--- config.mk ---
export PLATFORM = sky130hd
export DESIGN_NAME = uart_byte_rx
export DESIGN_NICKNAME = d
export VERILOG_FILES = /design/src/rtl/uart_pkg.sv /design/src/rtl/uart_rx_sync.sv /design/src/rtl/uart_byte_rx.sv
export SDC_FILE = /design/constraint.sdc
export NUM_CORES = 1
export LEC_CHECK = 0
export CORE_ASPECT_RATIO = 0.8
export CORE_MARGIN = 2
export CORE_UTILIZATION = 45
export CTS_BUF_LIST = sky130_fd_sc_hd__clkbuf_8
export DETAILED_ROUTE_END_ITERATION = 12
export GPL_TIMING_DRIVEN = 0
export PLACE_DENSITY_LB_ADDON = 0.2
export SLEW_MARGIN = 20
export SYNTH_ARGS = -nofsm -noshare
export SYNTH_HDL_FRONTEND = slang
export SYNTH_SLANG_ARGS = --single-unit
--- constraint.sdc ---
create_clock -name clk -period 2.65 [get_ports clk]
set_input_delay 0.53 -clock clk [delete_from_list [all_inputs] [get_ports clk]]
set_output_delay 0.53 -clock clk [all_outputs]
set_load 0.005 [all_outputs]
--- src/rtl/uart_pkg.sv ---
// Shared UART definitions: set_baud codes, divider computation and FSM states.
// Used by uart_byte_rx and uart_byte_tx.
package uart_pkg;

  typedef enum logic [2:0] {
    Baud9600   = 3'd0,
    Baud19200  = 3'd1,
    Baud38400  = 3'd2,
    Baud57600  = 3'd3,
    Baud115200 = 3'd4
  } baud_e;

  typedef enum logic [2:0] {
    StIdle,
    StStart,
    StData,
    StParity,
    StStop
  } uart_fsm_e;

  // Codes 5-7 alias to 115200.
  function automatic int unsigned baud_rate(logic [2:0] code);
    case (code)
      3'd0:    return 9600;
      3'd1:    return 19200;
      3'd2:    return 38400;
      3'd3:    return 57600;
      default: return 115200;
    endcase
  endfunction

  // Rounded clocks per oversample tick.
  function automatic logic [15:0] baud_div(int unsigned clk_freq, int unsigned oversample,
                                           logic [2:0] code);
    int unsigned rate;
    rate = baud_rate(code);
    return 16'((clk_freq + (rate * oversample) / 2) / (rate * oversample));
  endfunction

endpackage

--- src/rtl/uart_rx_sync.sv ---
// Two-flop synchroniser for the async rx pin plus falling-edge detect.
module uart_rx_sync (
  input  logic clk,
  input  logic rst,
  input  logic rx,
  output logic rx_s,
  output logic rx_fall
);

  logic       rx_meta;
  logic       rx_d;
  logic [2:0] arm;

  always_ff @(posedge clk) begin
    if (rst) begin
      rx_meta <= 1'b1;
      rx_s    <= 1'b1;
      rx_d    <= 1'b1;
      arm     <= '0;
    end else begin
      rx_meta <= rx;
      rx_s    <= rx_meta;
      rx_d    <= rx_s;
      arm     <= {arm[1:0], 1'b1};
    end
  end

  // Preset highs flush out of the chain before edges count, so a line held
  // low across reset never looks like a start bit.
  assign rx_fall = arm[2] & rx_d & ~rx_s;

endmodule

--- src/rtl/uart_byte_rx.sv ---
// 8N1 UART byte receiver: 16x oversampling, 3-sample majority vote per bit.
// Define UART_RX_PARITY_EN to expect a parity bit between data and stop.
module uart_byte_rx
  import uart_pkg::*;
#(
  parameter int unsigned CLK_FREQ   = 50_000_000,
  parameter int unsigned OVERSAMPLE = 16,
  parameter bit          PARITY_ODD = 1'b0
) (
  input  logic       clk,
  input  logic       rst,
  input  logic       rx,
  input  logic [2:0] set_baud,
  output logic [7:0] data_byte,
  output logic       rx_done,
  output logic       frame_err,
  output logic       parity_err,
  output logic       uart_state
);

  localparam logic [15:0] Div0 = baud_div(CLK_FREQ, OVERSAMPLE, 3'd0);
  localparam logic [15:0] Div1 = baud_div(CLK_FREQ, OVERSAMPLE, 3'd1);
  localparam logic [15:0] Div2 = baud_div(CLK_FREQ, OVERSAMPLE, 3'd2);
  localparam logic [15:0] Div3 = baud_div(CLK_FREQ, OVERSAMPLE, 3'd3);
  localparam logic [15:0] Div4 = baud_div(CLK_FREQ, OVERSAMPLE, 3'd4);

  logic        rx_s, rx_fall;
  uart_fsm_e   state_q;
  logic [15:0] div_sel, div_q, div_cnt;
  logic [3:0]  tick_cnt;
  logic [2:0]  bit_cnt;
  logic [7:0]  shift_q;
  logic        samp0_q, samp1_q, line_ok_q;
  logic        tick, mid, last, maj, accept;
`ifdef UART_RX_PARITY_EN
  logic        par_q;
`endif

  uart_rx_sync u_sync (
    .clk     (clk),
    .rst     (rst),
    .rx      (rx),
    .rx_s    (rx_s),
    .rx_fall (rx_fall)
  );

  always_comb begin
    div_sel = Div4;
    case (set_baud)
      3'd0:    div_sel = Div0;
      3'd1:    div_sel = Div1;
      3'd2:    div_sel = Div2;
      3'd3:    div_sel = Div3;
      default: div_sel = Div4;
    endcase
  end

  // tick_cnt holds ticks already elapsed in the current bit; the third vote
  // sample is taken live on the 9th tick and the decision made the same clock.
  assign tick   = (state_q != StIdle) && (div_cnt == div_q - 16'd1);
  assign mid    = tick && (tick_cnt == 4'd8);
  assign last   = tick && (tick_cnt == 4'd15);
  assign maj    = (samp0_q & samp1_q) | (samp0_q & rx_s) | (samp1_q & rx_s);
  assign accept = (state_q == StIdle) && rx_fall && line_ok_q;

  always_ff @(posedge clk) begin
    if (rst) begin
      state_q    <= StIdle;
      div_q      <= '0;
      div_cnt    <= '0;
      tick_cnt   <= '0;
      bit_cnt    <= '0;
      shift_q    <= '0;
      samp0_q    <= 1'b0;
      samp1_q    <= 1'b0;
      line_ok_q  <= 1'b0;
      data_byte  <= '0;
      rx_done    <= 1'b0;
      frame_err  <= 1'b0;
      parity_err <= 1'b0;
      uart_state <= 1'b0;
`ifdef UART_RX_PARITY_EN
      par_q      <= 1'b0;
`endif
    end else begin
      rx_done    <= 1'b0;
      frame_err  <= 1'b0;
      parity_err <= 1'b0;
      if (rx_s) line_ok_q <= 1'b1;

      if (state_q != StIdle) begin
        div_cnt <= tick ? '0 : div_cnt + 16'd1;
        if (tick) begin
          tick_cnt <= tick_cnt + 4'd1;
          if (tick_cnt == 4'd6) samp0_q <= rx_s;
          if (tick_cnt == 4'd7) samp1_q <= rx_s;
        end
      end

      unique case (state_q)
        StIdle: begin
          if (accept) begin
            state_q    <= StStart;
            div_q      <= div_sel;
            div_cnt    <= '0;
            tick_cnt   <= '0;
            bit_cnt    <= '0;
            uart_state <= 1'b1;
          end else begin
            uart_state <= 1'b0;
          end
        end
        StStart: begin
          if (mid && maj) state_q <= StIdle;
          else if (last)  state_q <= StData;
        end
        StData: begin
          if (mid) shift_q <= {maj, shift_q[7:1]};
          if (last) begin
            bit_cnt <= bit_cnt + 3'd1;
`ifdef UART_RX_PARITY_EN
            if (bit_cnt == 3'd7) state_q <= StParity;
`else
            if (bit_cnt == 3'd7) state_q <= StStop;
`endif
          end
        end
`ifdef UART_RX_PARITY_EN
        StParity: begin
          if (mid)  par_q   <= maj;
          if (last) state_q <= StStop;
        end
`endif
        StStop: begin
          // Leave at mid-stop so a back-to-back start edge is not missed.
          if (mid) begin
            state_q <= StIdle;
            if (maj) begin
              rx_done   <= 1'b1;
              data_byte <= shift_q;
`ifdef UART_RX_PARITY_EN
              parity_err <= par_q ^ (^shift_q) ^ PARITY_ODD;
`endif
            end else begin
              frame_err <= 1'b1;
              line_ok_q <= 1'b0;
            end
          end
        end
        default: state_q <= StIdle;
      endcase
    end
  end

endmodule

metal_density.png
19 x 16 tiles, from black (low) to pale yellow (high), scaled to the fullest tile. Values are wire area over tile area, all layers added.
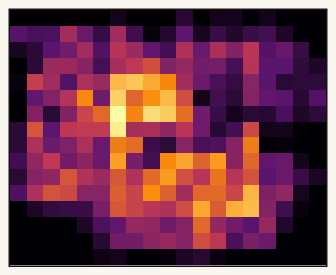
- mean over tiles: 0.14
- densest ninth of the die: centre
- nearly empty tiles: 19%
- tiles over half the peak: 20%
- fullest tile: 0.48

detail.png
Bar = 10 um. Window x 36 to 61, y 11 to 36 um. Cells in grey, sequential cells in the stronger grey; small squares are vias.
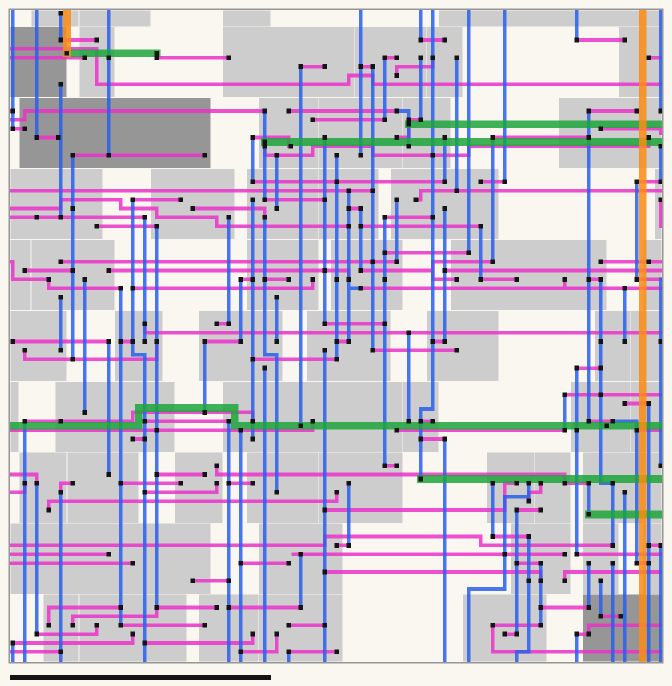
- magenta: metal 1
- blue: metal 2
- green: metal 3
- orange: metal 4
- sequential cells in the window: 1
- cells with their middle in the window: 45
- most frequent: xnor2_1 (6), nor2_1 (5), buf_4 (4)
- netlist names of flops here include: div_cnt (1)

clk_routes.png
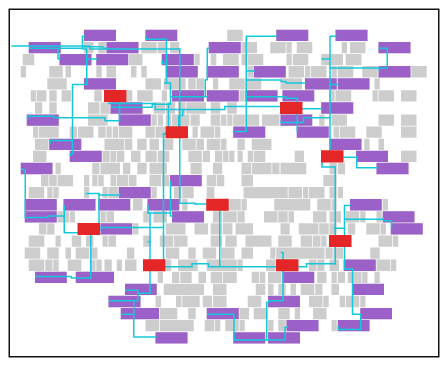
- purple: flip-flops (count 63)
- cyan: clock wires (length 831 um)
- red: clock drivers (count 9)
- flops lie: all over the die

placement.png
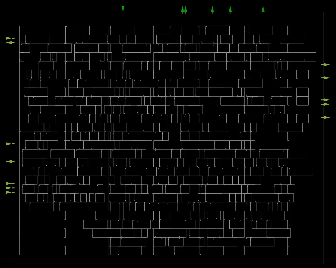
fill count: 611
Layout Cells excl Fill: 481
FP Rows: 26

==> GITHUB_STEP_SUMMARY <==
## PnR job results

| Metric | Value |
|---|---|
| Vias post-DR | `2562` |
| Vias per cell | `5.33` |
| DRC violation total after the first TritonRoute iteration | `198` |
| Fmax | `384 MHz` |
| RePlAce Congestion | `0.854` |
| Chip Height | `77.8 um` |
| CTS tree | `yes` |
| Setup violators final | `0` |
| Max layer used | `met4` |
| Cell count after synthesis | `349` |
| Port Buffer Count | `16` |
| Chip Area | `0.00749 mm2` |
| Final WL | `6660 um` |
| Relative slew slack | `49.5%` |
| Setup TNS | `0 ns` |
| Commonest Layout Cell | `dfxtp_1` |
| Remaining DRCs | `0` |
| Sw Pwr | `0.398 mW` |
| Setup CP Type | `register to register` |
| Final instance area | `0.00374 mm2` |
| DPL Wire Length | `4770 um` |
| Hold path cells | `1` |
| Latency at later pin | `0.35 ns` |
| Comb gate area | `0.00175 mm2` |
| # clock sinks | `63` |
| Startpoint types | `register` |
| Power Density | `501 mW/mm2` |
| Final min period | `2.60 ns` |
| Top Layout Cells | `61 x dfxtp_1, 54 x nor2_1, 20 x nand2_1` |
| IO Count | `18` |
| Required @ worst endpoint | `2.90 ns` |
| Largest net degree at the start of global routing | `11` |
| Worst Reg-to-Reg Cells | `10` |
| Mean post-synth cell area | `8.78 um2` |
| Run status | `completed` |
| Worst VDD drop | `0.280 mV` |
| CTS Hold Bufs | `0` |
| Met2 routed wirelength | `2910 um` |
| Crit path arrival time | `2.86 ns` |
| Synth warn | `0` |
| Longest Clk Path Bufs | `2` |
| Post-Place Cell Area | `0.00333 mm2` |
| Ys flop type | `dfxtp_1` |
| HP Class | `register to register` |
| Diode count | `0` |
| Clk slew on worst S/H paths | `0.07 ns` |
| # Post-CTS Setup Buffers | `7` |
| Vias in the first global route | `2401` |
| Met1 Use GR | `27.2%` |
| CTS root buf | `clkbuf_8` |
| Die width | `96.3 um` |
| Yosys cell count | `349` |
| Flops & latches, synth | `63` |
| Mapped Area | `0.00306 mm2` |
| Lkg Pwr | `1.50 nW` |
| Fin crit share | `98.3%` |
| Core ar. | `0.00647 mm2` |
| Least-Margin Pin Slew | `0.751 ns` |
| Sw frac | `21.2%` |
| Drt wl/cell | `13.8 um` |
| Congestion Overflow GR | `0` |
| Metal3 WL | `352 um` |
| Int Pwr | `1.48 mW` |
| Register cell area after layout | `0.00127 mm2` |
| Final nets | `405` |
| Initial antenna violation count | `0` |
| Gr busiest metal | `met2` |
| Pre-CTS WS | `-0.215 ns` |
| Max Cap Viol | `0` |
| GRT met2 Usage | `29.0%` |
## synth_stat cells (2+ instances only)
master,count,share of area [%]
dfxtp_1,63,41
nor2_1,54,6.6
nand2_1,21,2.6
a21oi_1,19,3.1
mux2i_1,19,6.2
nand3_1,17,2.8
xor2_1,15,4.3
nor3_1,12,2.0
inv_1,11,1.3
xnor2_1,10,2.9
nand4_1,9,1.8
clkbuf_1,8,0.98
and3_1,7,1.4
ha_1,7,2.9
or2_2,7,1.4
nor4_1,6,1.2
o21ai_0,5,0.82
buf_2,4,0.65
nor2b_1,4,0.82
a211oi_1,3,0.73
and2_1,3,0.61
and4_1,3,0.86
nand4b_1,3,0.86
or3_1,3,0.61
a311oi_1,2,0.57
a31oi_1,2,0.41
nand3b_1,2,0.49
nor3b_1,2,0.49
o21bai_1,2,0.49
o2bb2ai_1,2,0.57
## critical path: stages (launching register included)
cell and delay [ns]:
dfxtp_4 0.37, inv_2 0.05, ha_4 0.15, nor3b_4 0.16, and4_1 0.22, or4_4 0.58, a21oi_4 0.22, nand2_2 0.09
buf_6 0.13, o31a_1 0.29, a311oi_1 0.24
## cells by family (layout without fill, tap and decap cells)
logic type | Yosys count | after routing | synth area share [%]
adder cells (fa/ha/maj) | 8 | 8 | 3.18
AND-OR/OR-AND | 46 | 46 | 10.7
buffers and inverters | 26 | 74 | 3.72
XOR/XNOR | 25 | 25 | 7.15
flip-flops | 63 | 63 | 41.2
AND/OR/NAND/NOR | 161 | 161 | 27.8
multiplexers | 19 | 19 | 6.21
other | 1 | 1 | 0.122
## area by class of cell
type / count / area share (%)
clock inverters: 4 / 1.17
inverters: 11 / 1.10
clock buffers: 12 / 4.41
repair buffers: 32 / 7.72
plain buffers: 15 / 2.17
well taps: 84 / 2.81
flip-flops and latches: 63 / 33.9
multi-input cells: 260 / 46.7
## final timing paths
path	slack, ns	from	to
setup / recovery	0.05	div_q[1]$_SDFFE_PP0P_	state_q[1]$_SDFFE_PP0P_
hold / removal	0.41	u_sync.rx_meta$_SDFF_PP1_	u_sync.rx_s$_SDFF_PP1_
setup reg to reg	0.05	div_q[1]$_SDFFE_PP0P_	state_q[1]$_SDFFE_PP0P_
hold reg to reg	0.41	u_sync.rx_meta$_SDFF_PP1_	u_sync.rx_s$_SDFF_PP1_
## power groups by stage
stage	clock network, mW	registers (mW)	logic (mW)
after detailed placement	0	0.977	0.0523
after CTS	0.883	0.954	0.0549
after global placement	0	0.977	0.0520
after global routing	0.932	0.953	0.0636
after floorplan	0	0.976	0.0312
final	0.865	0.954	0.0578
## registers in the layout (all words and copies together), names as in the netlist
signal / flops
line_ok_q: 1
u_sync.rx_meta: 1
shift_q: 8
rx_done: 1
state_q: 3
uart_state: 1
u_sync.arm: 3
samp1_q: 1
samp0_q: 1
tick_cnt: 4
div_cnt: 16
bit_cnt: 3
frame_err: 1
data_byte: 8
u_sync.rx_d: 1
u_sync.rx_s: 1
div_q: 9
## through the flow
stage	hold WS (ns)	utilization, %	std cells
2_1_floorplan	0.389	-	349
3_5_place_dp	0.399	51.4	449
6_report	0.413	57.8	481
5_1_grt	0.434	57.8	481
4_1_cts	0.417	55.8	472
3_3_place_gp	0.395	51.4	449
Power and IR drop assume default switching activity.
